===== config.mk =====
export PLATFORM = sky130hd
export DESIGN_NAME = multi_door_lock_flat
export DESIGN_NICKNAME = d
export VERILOG_FILES = /design/src/rtl/smart_home_pkg.sv /design/src/rtl/multi_door_lock_if.sv /design/src/rtl/door_lock_fsm.sv /design/src/rtl/multi_door_lock.sv /design/src/flat_wrapper.sv
export SDC_FILE = /design/constraint.sdc
export NUM_CORES = 1
export LEC_CHECK = 0
export CAP_MARGIN = 15
export CORE_AREA = 2 2 153 155
export DETAILED_ROUTE_END_ITERATION = 12
export DIE_AREA = 0 0 155 157
export PLACE_DENSITY = 0.86
export SYNTH_ARGS = -nofsm -noshare
export SYNTH_HDL_FRONTEND = slang
export SYNTH_SLANG_ARGS = --single-unit

===== constraint.sdc =====
create_clock -name clk -period 3.4 [get_ports clk]
set_clock_uncertainty 0.15 [all_clocks]
set_input_delay 0.68 -clock clk [delete_from_list [all_inputs] [get_ports clk]]
set_output_delay 0.68 -clock clk [all_outputs]
set_load 0.02 [all_outputs]

===== src/rtl/smart_home_pkg.sv =====
// rtl/smart_home_pkg.sv - shared door-lock types and default constants
package smart_home_pkg;

    typedef enum logic [1:0] {
        LOCKED   = 2'd0,
        UNLOCKED = 2'd1,
        LOCKOUT  = 2'd2
    } door_state_e;

    localparam int DEFAULT_PW  = 45675;
    localparam int MAX_FAIL    = 3;
    localparam int UNLOCK_CYC  = 8;
    localparam int LOCKOUT_CYC = 16;

    function automatic int max_int(input int a, input int b);
        return (a > b) ? a : b;
    endfunction

endpackage


===== src/rtl/multi_door_lock_if.sv =====
// rtl/multi_door_lock_if.sv - per-door strobes, passwords and status outputs
// master: drives strobes/passwords, observes status (user side)
// slave : the lock controller
interface multi_door_lock_if #(
    parameter int NUM_DOORS = 8,
    parameter int PW_W      = 17
);
    logic [NUM_DOORS-1:0]           e_buttonState;
    logic [NUM_DOORS-1:0]           rs_buttonState;
    logic [NUM_DOORS-1:0]           lock_button;
    logic [NUM_DOORS-1:0][PW_W-1:0] in_password;
    logic [NUM_DOORS-1:0][PW_W-1:0] change_password;
    logic [NUM_DOORS-1:0]           unlock;
    logic [NUM_DOORS-1:0]           burglar_alarm_enable;
    logic [NUM_DOORS-1:0]           pw_changed;
    logic                           any_alarm;

    modport master (
        output e_buttonState, rs_buttonState, lock_button, in_password, change_password,
        input  unlock, burglar_alarm_enable, pw_changed, any_alarm
    );

    modport slave (
        input  e_buttonState, rs_buttonState, lock_button, in_password, change_password,
        output unlock, burglar_alarm_enable, pw_changed, any_alarm
    );
endinterface


===== src/rtl/door_lock_fsm.sv =====
// rtl/door_lock_fsm.sv - one door: LOCKED/UNLOCKED/LOCKOUT with stored password
// Ports: clk, reset_signal (sync active-low); e_button, rs_button, lock_button
// strobes; in_password, change_password; unlock, alarm, pw_changed outputs.
module door_lock_fsm #(
    parameter int            PW_W        = 17,
    parameter logic [PW_W-1:0] DEFAULT_PW = PW_W'(smart_home_pkg::DEFAULT_PW),
    parameter int            MAX_FAIL    = smart_home_pkg::MAX_FAIL,
    parameter int            UNLOCK_CYC  = smart_home_pkg::UNLOCK_CYC,
    parameter int            LOCKOUT_CYC = smart_home_pkg::LOCKOUT_CYC
) (
    input  logic            clk,
    input  logic            reset_signal,
    input  logic            e_button,
    input  logic            rs_button,
    input  logic            lock_button,
    input  logic [PW_W-1:0] in_password,
    input  logic [PW_W-1:0] change_password,
    output logic            unlock,
    output logic            alarm,
    output logic            pw_changed
);
    import smart_home_pkg::*;

    localparam int FAIL_W = $clog2(MAX_FAIL + 1);
    localparam int TMR_W  = $clog2(max_int(UNLOCK_CYC, LOCKOUT_CYC) + 1);

    localparam logic [FAIL_W-1:0] FAIL_LIMIT = FAIL_W'(MAX_FAIL);
    localparam logic [TMR_W-1:0]  UNLOCK_T   = TMR_W'(UNLOCK_CYC);
    localparam logic [TMR_W-1:0]  LOCKOUT_T  = TMR_W'(LOCKOUT_CYC);
    localparam logic [TMR_W-1:0]  TMR_ONE    = TMR_W'(1);

    door_state_e       state, state_next;
    logic [PW_W-1:0]   stored_pw, stored_pw_next;
    logic [FAIL_W-1:0] fail_cnt, fail_cnt_next;
    logic [TMR_W-1:0]  timer, timer_next;
    logic              pw_changed_q, pw_changed_next;

    logic              pw_match;
    logic [FAIL_W-1:0] fail_inc;

    assign pw_match = (in_password == stored_pw);
    // fail_cnt stays below FAIL_LIMIT while LOCKED, so the increment never overflows
    assign fail_inc = fail_cnt + FAIL_W'(1);

    always_ff @(posedge clk) begin
        if (!reset_signal) begin
            state        <= LOCKED;
            stored_pw    <= DEFAULT_PW;
            fail_cnt     <= '0;
            timer        <= '0;
            pw_changed_q <= 1'b0;
        end else begin
            state        <= state_next;
            stored_pw    <= stored_pw_next;
            fail_cnt     <= fail_cnt_next;
            timer        <= timer_next;
            pw_changed_q <= pw_changed_next;
        end
    end

    always_comb begin
        state_next      = state;
        stored_pw_next  = stored_pw;
        fail_cnt_next   = fail_cnt;
        timer_next      = timer;
        pw_changed_next = 1'b0;
        case (state)
            LOCKED: begin
                // rs_button is deliberately not looked at here
                if (e_button) begin
                    if (pw_match) begin
                        state_next    = UNLOCKED;
                        fail_cnt_next = '0;
                        timer_next    = UNLOCK_T;
                    end else if (fail_inc >= FAIL_LIMIT) begin
                        state_next    = LOCKOUT;
                        fail_cnt_next = FAIL_LIMIT;
                        timer_next    = LOCKOUT_T;
                    end else begin
                        fail_cnt_next = fail_inc;
                    end
                end
            end
            UNLOCKED: begin
                if (lock_button) begin
                    state_next = LOCKED;
                    timer_next = '0;
                end else if (rs_button && pw_match) begin
                    stored_pw_next  = change_password;
                    pw_changed_next = 1'b1;
                    timer_next      = UNLOCK_T;
                end else if (timer <= TMR_ONE) begin
                    // leaving on the decrement to zero keeps the door open exactly UNLOCK_CYC cycles
                    state_next = LOCKED;
                    timer_next = '0;
                end else begin
                    timer_next = timer - TMR_ONE;
                end
            end
            LOCKOUT: begin
                if (timer <= TMR_ONE) begin
                    state_next    = LOCKED;
                    fail_cnt_next = '0;
                    timer_next    = '0;
                end else begin
                    timer_next = timer - TMR_ONE;
                end
            end
            default: state_next = LOCKED;
        endcase
    end

    always_comb begin
        unlock     = (state == UNLOCKED);
        alarm      = (state == LOCKOUT);
        pw_changed = pw_changed_q;
    end

endmodule


===== src/rtl/multi_door_lock.sv =====
// rtl/multi_door_lock.sv - NUM_DOORS independent door locks plus a global alarm
// Ports: clk; reset_signal (sync active-low); bus (slave) carrying per-door
// strobes/passwords in and unlock, burglar_alarm_enable, pw_changed, any_alarm out.
module multi_door_lock #(
    parameter int              NUM_DOORS   = 8,
    parameter int              PW_W        = 17,
    parameter logic [PW_W-1:0] DEFAULT_PW  = PW_W'(smart_home_pkg::DEFAULT_PW),
    parameter int              MAX_FAIL    = smart_home_pkg::MAX_FAIL,
    parameter int              UNLOCK_CYC  = smart_home_pkg::UNLOCK_CYC,
    parameter int              LOCKOUT_CYC = smart_home_pkg::LOCKOUT_CYC
) (
    input  logic              clk,
    input  logic              reset_signal,
    multi_door_lock_if.slave  bus
);
    import smart_home_pkg::*;

    logic [NUM_DOORS-1:0] unlock_v;
    logic [NUM_DOORS-1:0] alarm_v;
    logic [NUM_DOORS-1:0] pw_changed_v;
    logic                 any_alarm_q;

    for (genvar i = 0; i < NUM_DOORS; i++) begin : g_door
        door_lock_fsm #(
            .PW_W        (PW_W),
            .DEFAULT_PW  (DEFAULT_PW),
            .MAX_FAIL    (MAX_FAIL),
            .UNLOCK_CYC  (UNLOCK_CYC),
            .LOCKOUT_CYC (LOCKOUT_CYC)
        ) u_door (
            .clk             (clk),
            .reset_signal    (reset_signal),
            .e_button        (bus.e_buttonState[i]),
            .rs_button       (bus.rs_buttonState[i]),
            .lock_button     (bus.lock_button[i]),
            .in_password     (bus.in_password[i]),
            .change_password (bus.change_password[i]),
            .unlock          (unlock_v[i]),
            .alarm           (alarm_v[i]),
            .pw_changed      (pw_changed_v[i])
        );
    end

    always_ff @(posedge clk) begin
        if (!reset_signal) begin
            any_alarm_q <= 1'b0;
        end else begin
            any_alarm_q <= |alarm_v;
        end
    end

    assign bus.unlock               = unlock_v;
    assign bus.burglar_alarm_enable = alarm_v;
    assign bus.pw_changed           = pw_changed_v;
    assign bus.any_alarm            = any_alarm_q;

endmodule

===== src/flat_wrapper.sv =====
// flat-port wrapper written by rule: the top's interface ports become plain ports
module multi_door_lock_flat import smart_home_pkg::*;
#(
    parameter int              NUM_DOORS   = 8,
    parameter int              PW_W        = 17,
    parameter logic [PW_W-1:0] DEFAULT_PW  = PW_W'(smart_home_pkg::DEFAULT_PW),
    parameter int              MAX_FAIL    = smart_home_pkg::MAX_FAIL,
    parameter int              UNLOCK_CYC  = smart_home_pkg::UNLOCK_CYC,
    parameter int              LOCKOUT_CYC = smart_home_pkg::LOCKOUT_CYC
)
  (clk, reset_signal, bus_e_buttonState, bus_rs_buttonState, bus_lock_button, bus_in_password, bus_change_password, bus_unlock, bus_burglar_alarm_enable, bus_pw_changed, bus_any_alarm);
  multi_door_lock_if #(.NUM_DOORS(NUM_DOORS), .PW_W(PW_W)) bus_i ();
  input  logic clk;
  input  logic reset_signal;
  input wire logic [$bits(bus_i.e_buttonState)-1:0] bus_e_buttonState;
  input wire logic [$bits(bus_i.rs_buttonState)-1:0] bus_rs_buttonState;
  input wire logic [$bits(bus_i.lock_button)-1:0] bus_lock_button;
  input wire logic [$bits(bus_i.in_password)-1:0] bus_in_password;
  input wire logic [$bits(bus_i.change_password)-1:0] bus_change_password;
  output wire logic [$bits(bus_i.unlock)-1:0] bus_unlock;
  output wire logic [$bits(bus_i.burglar_alarm_enable)-1:0] bus_burglar_alarm_enable;
  output wire logic [$bits(bus_i.pw_changed)-1:0] bus_pw_changed;
  output wire logic [$bits(bus_i.any_alarm)-1:0] bus_any_alarm;
  assign bus_i.e_buttonState = bus_e_buttonState;
  assign bus_i.rs_buttonState = bus_rs_buttonState;
  assign bus_i.lock_button = bus_lock_button;
  assign bus_i.in_password = bus_in_password;
  assign bus_i.change_password = bus_change_password;
  assign bus_unlock = bus_i.unlock;
  assign bus_burglar_alarm_enable = bus_i.burglar_alarm_enable;
  assign bus_pw_changed = bus_i.pw_changed;
  assign bus_any_alarm = bus_i.any_alarm;
  multi_door_lock #(.NUM_DOORS(NUM_DOORS), .PW_W(PW_W), .DEFAULT_PW(DEFAULT_PW), .MAX_FAIL(MAX_FAIL), .UNLOCK_CYC(UNLOCK_CYC), .LOCKOUT_CYC(LOCKOUT_CYC)) u_core (.clk(clk), .reset_signal(reset_signal), .bus(bus_i));
endmodule

Fig. 1: M3 wires
Drawn at 2 px/um. Cells faint in the background.
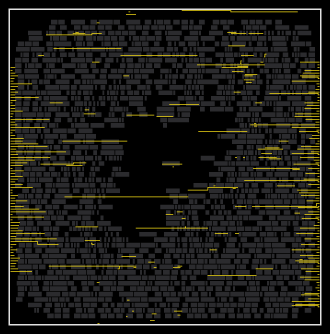
- main direction: horizontal
- nets with wire on the layer: 215
via total after detailed routing: 10498
met3 track utilization from global routing: 4.708%

==> job_summary.md <==
## PnR job results

| Metric | Value |
|---|---|
| Number of distinct library cells after synthesis | `80` |
| Antenna violations before repair | `0` |
| Number of cell instances after yosys synthesis | `1346` |
| Share of the core filled with cells in the final layout | `71.28%` |
| Die width | `155 um` |
| Worst rel slew slack | `57.44%` |
| Crit path required time | `2570 ps` |
| Seq. pwr | `2.60 mW` |
| Std cell rows | `55` |
| Final Instance Area | `0.01604 mm^2` |
| Combinational logic power | `750 uW` |
| Hold_ws | `314.7 ps` |
| Fmax | `349.2 MHz` |
| Hold Path Depth | `2` |
| Clock Power Share | `45.5%` |
| Number of buffer cells added on primary ports | `322` |
| Post-layout period usage of the worst path | `84.22%` |
| Number of failing setup endpoints in the final timing report | `0` |
| Area fraction of clock buffers and clock inverters | `5.367%` |
| AND/OR/NAND/NOR Cells, Area Fraction | `18.38%` |
| Commonest non-fill, non-tap cell in the layout | `sky130_fd_sc_hd__clkdlybuf4s50_1` |
| Largest net degree at the start of global routing | `116` |
| Topmost layer with routed signal wires | `met4` |
| Final worst path period need | `2864 ps` |
| Count of tool warnings | `60` |
| I/O pin cnt | `323` |
| Register clock-pin slew on the reported worst setup and hold paths | `60 ps` |
| Maximum level of the CTS H-tree | `1` |
| Clock buffer count in the final layout | `33` |
| Count of buffering cells on the critical path with inverters included | `2` |
| Worst path top cell family by delay | `buffers and inverters` |
| PD cells | `382.8 mW/mm^2` |
| DRT Wirelength | `30250 um` |
| CTS tree | `yes` |
| Data arrival, critical path | `2030 ps` |
| Run status | `completed` |
| Critical path's slowest cell | `sky130_fd_sc_hd__clkdlybuf4s50_1` |
| Invs w/o clock | `72` |
| Tally of non-filler cells in the final layout | `1937` |
| Stage delay of the slowest cell on the critical path | `710 ps` |
| Final nets | `1990` |
| Cell depth of the worst flop-to-flop path | `8` |
| Count of mapped cells out of synthesis | `1346` |
| Layout buffer count excluding clock buffers | `340` |
| Dominant cell type by area after synthesis | `sky130_fd_sc_hd__dfxtp_1` |
| Complex Gates by Area | `11.22%` |
| Registers with the most flip-flops | `u_core.g_door.u_door.stored_pw: 136 flops, u_core.g_door.u_door.timer: 40 flops` |
| Count of TritonRoute iterations in the first routing pass | `5` |
| Hold WC Path Type | `flop to flop` |
| Total die area | `0.02434 mm^2` |
| Register bit total from synthesis | `217` |
| Fill count | `1722` |
| Post-synth EDFFs | `0` |
| Number of buffers created by CTS | `24` |
| Met1 track demand over resource in global routing | `28.07%` |
| Remaining routing DRC violations | `0` |
| Reg with most FFs | `u_core.g_door.u_door.stored_pw` |
| Adder Area Share | `5.923%` |
| Met3 routed WL | `1922 um` |
| Final setup TNS | `0 ps` |
| Hold Startpoint | `u_core.g_door[7].u_door.stored_pw[8]` |
| Instance count on the critical path | `3` |
| Largest area class, layout | `combinational gates` |
| Final number of hold-violating endpoints | `0` |
| Global-route usage over all layers | `23.91%` |
| Placed cell count | `1895` |
| Antenna Diode Count | `0` |
| Switching share of power | `21.93%` |
| Number of global-route vias before repair | `10514` |
| Ys async rst share | `0%` |
Fig. 2: clock distribution
Drawn at 3 px/um.
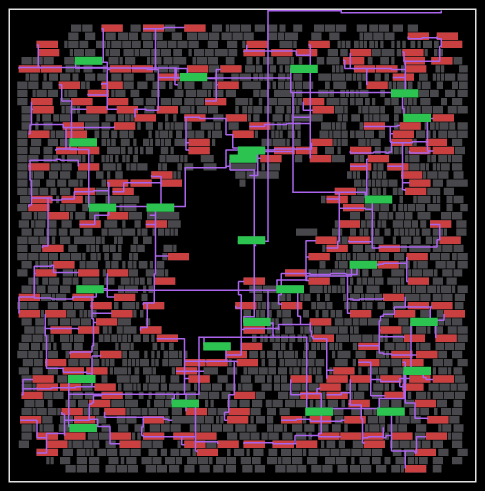
- red: flip-flops (count 217)
- green: cells driving clock nets (count 24)
- purple: clock wires (length 2810 um)
- flops lie: spread over the die
- routed clock nets: 25

Power figures rest on the tool's default switching activity, not on a simulated workload.
